==> config.mk <==
export PLATFORM = sky130hd
export DESIGN_NAME = xcorr_seq
export DESIGN_NICKNAME = d
export VERILOG_FILES = /design/src/rtl/xcorr_seq.sv
export SDC_FILE = /design/constraint.sdc
export NUM_CORES = 2
export LEC_CHECK = 0
export CORE_ASPECT_RATIO = 0.5
export CORE_MARGIN = 2
export CORE_UTILIZATION = 60
export DETAILED_ROUTE_END_ITERATION = 12
export MAX_ROUTING_LAYER = met4
export PLACE_DENSITY = 0.72
export SYNTH_ARGS = -nofsm -noshare
export SYNTH_HDL_FRONTEND = slang
export SYNTH_SLANG_ARGS = --single-unit
export TNS_END_PERCENT = 1
==> constraint.sdc <==
create_clock -name clk_i -period 74.7 [get_ports clk_i]
set_clock_uncertainty 0.1 [all_clocks]
set_input_delay 14.94 -clock clk_i [delete_from_list [all_inputs] [get_ports clk_i]]
set_output_delay 14.94 -clock clk_i [all_outputs]
set_load 0.1 [all_outputs]
**Routing congestion map**

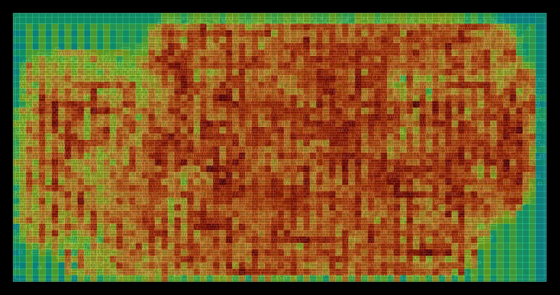
met1 global-route usage: 58.15%
global routing usage summed across all routing layers: 43.28%

**Local utilization**

The die is cut into 29 by 14 equal tiles; white is low, dark blue is high, 0 to 100% covered.
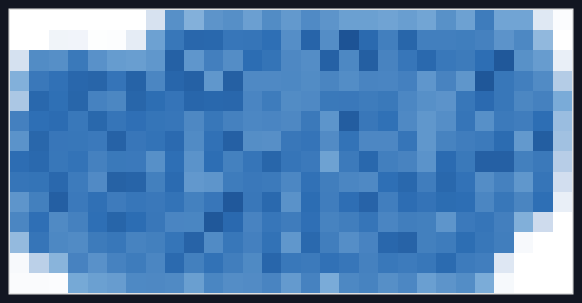
nearly empty tiles: 5.7%
mean over tiles: 62%
tiles over 75% full: 17%
utilization after layout: 65.18%
floorplan-stage core utilization: 60.72%
area of the core: 0.1585 mm^2

**Wiring by layer**

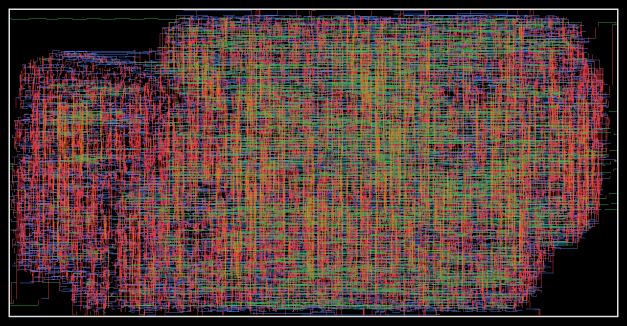
legend:
  blue:
    layer: metal 1
    wire_length: 127 mm
  green:
    layer: metal 3
    wire_length: 57.0 mm
  orange:
    layer: metal 4
    wire_length: 16,400 um
  red:
    layer: metal 2
    wire_length: 145 mm
average wire length per cell after detail routing: 28.99 um
count of vias placed by the detailed router: 84,980

==> results.rst <==
Run summary
-----------

.. list-table::
   :header-rows: 1

   * - Metric
     - Value
   * - Leading cell category by total area
     - combinational gates
   * - Total CTS buffers
     - 149
   * - Startpoint type of the worst setup path
     - input pin
   * - Last weighted congestion value of the routability-driven placer
     - 0.9537
   * - CP Class
     - input pin to primary output
   * - Setup slack of the critical path after layout
     - 38.75 ns
   * - Clock insertion delay at the later pin of the skew report
     - 0.82 ns
   * - Actual transition at the worst max-transition pin
     - 1.461 ns
   * - Number of fill cells
     - 12,660
   * - Final worst path period share
     - between 40% and 50%
   * - Placed instance area
     - 0.09840 mm^2
   * - Cell count listed in synth_stat.txt
     - 10,200
   * - Status
     - complete, but fails checks
   * - Maxcap violations
     - 1
   * - Count of input and output buffers
     - 94
   * - Vias in the first global route
     - 81,460
   * - Proportion of register bits with asynchronous set or reset after synthesis
     - 100.0%
   * - Violated checks
     - max-capacitance violations
   * - Fraction of the mapped netlist area in simple logic gates
     - 14.13%
   * - Final std cell area, no fill
     - 0.1033 mm^2
   * - Proportion of final cell area spent on non-clock buffers
     - 2.738%
   * - Worst-case reg-to-reg path depth
     - 24
   * - Largest fanout on the critical path
     - 54
   * - Cell Count, Final, Fillers Out
     - 11,920
   * - CP Data Arrival Time
     - 20.92 ns
   * - Number of nets in the layout
     - 10,190
   * - Pre-CTS setup slack
     - 39.08 ns
   * - Remaining global-route overflow
     - 0
   * - Synthesized-area fraction occupied by adder cells
     - 8.232%
   * - Xor+xnor area frac
     - 0.9451%
   * - Total die area
     - 0.1638 mm^2
   * - Fraction of area in registers
     - 36.43%
   * - Pin count of the biggest net entering global routing
     - around 210
   * - RSZ-0062 raised after global routing
     - false
   * - Mux area share
     - 15.03%
   * - Final Hold Vio Count
     - 0
   * - Syn Std Cell Area
     - 0.09625 mm^2
   * - Cells taking the most area after synthesis
     - dfrtp_1, mux4_2, a21oi_1
   * - Routed wl met3
     - 56,960 um
   * - Path category of the worst min-delay check
     - register to register
   * - Number of violations reported at the end of detailed-routing iteration 0
     - approximately 15,000
-- logic make-up (layout without fill, tap and decap cells) --
group / after synthesis / count (layout)
buf+inv: 1364 / 968
xor+xnor: 103 / 103
flops: 1504 / 1504
mux: 744 / 744
compound gates: 2726 / 2726
fa+ha+maj: 464 / 464
other cells: 0 / 10
simple gates: 3297 / 3297
-- critical path, stage by stage --
cell and delay, ns:
buf_8 0.48, nor2b_4 0.94, and2_4 0.73, buf_4 0.90
a21oi_1 0.16, o21ai_0 0.16, o22ai_1 0.13, o32ai_1 1.02
clkdlybuf4s50_1 1.32
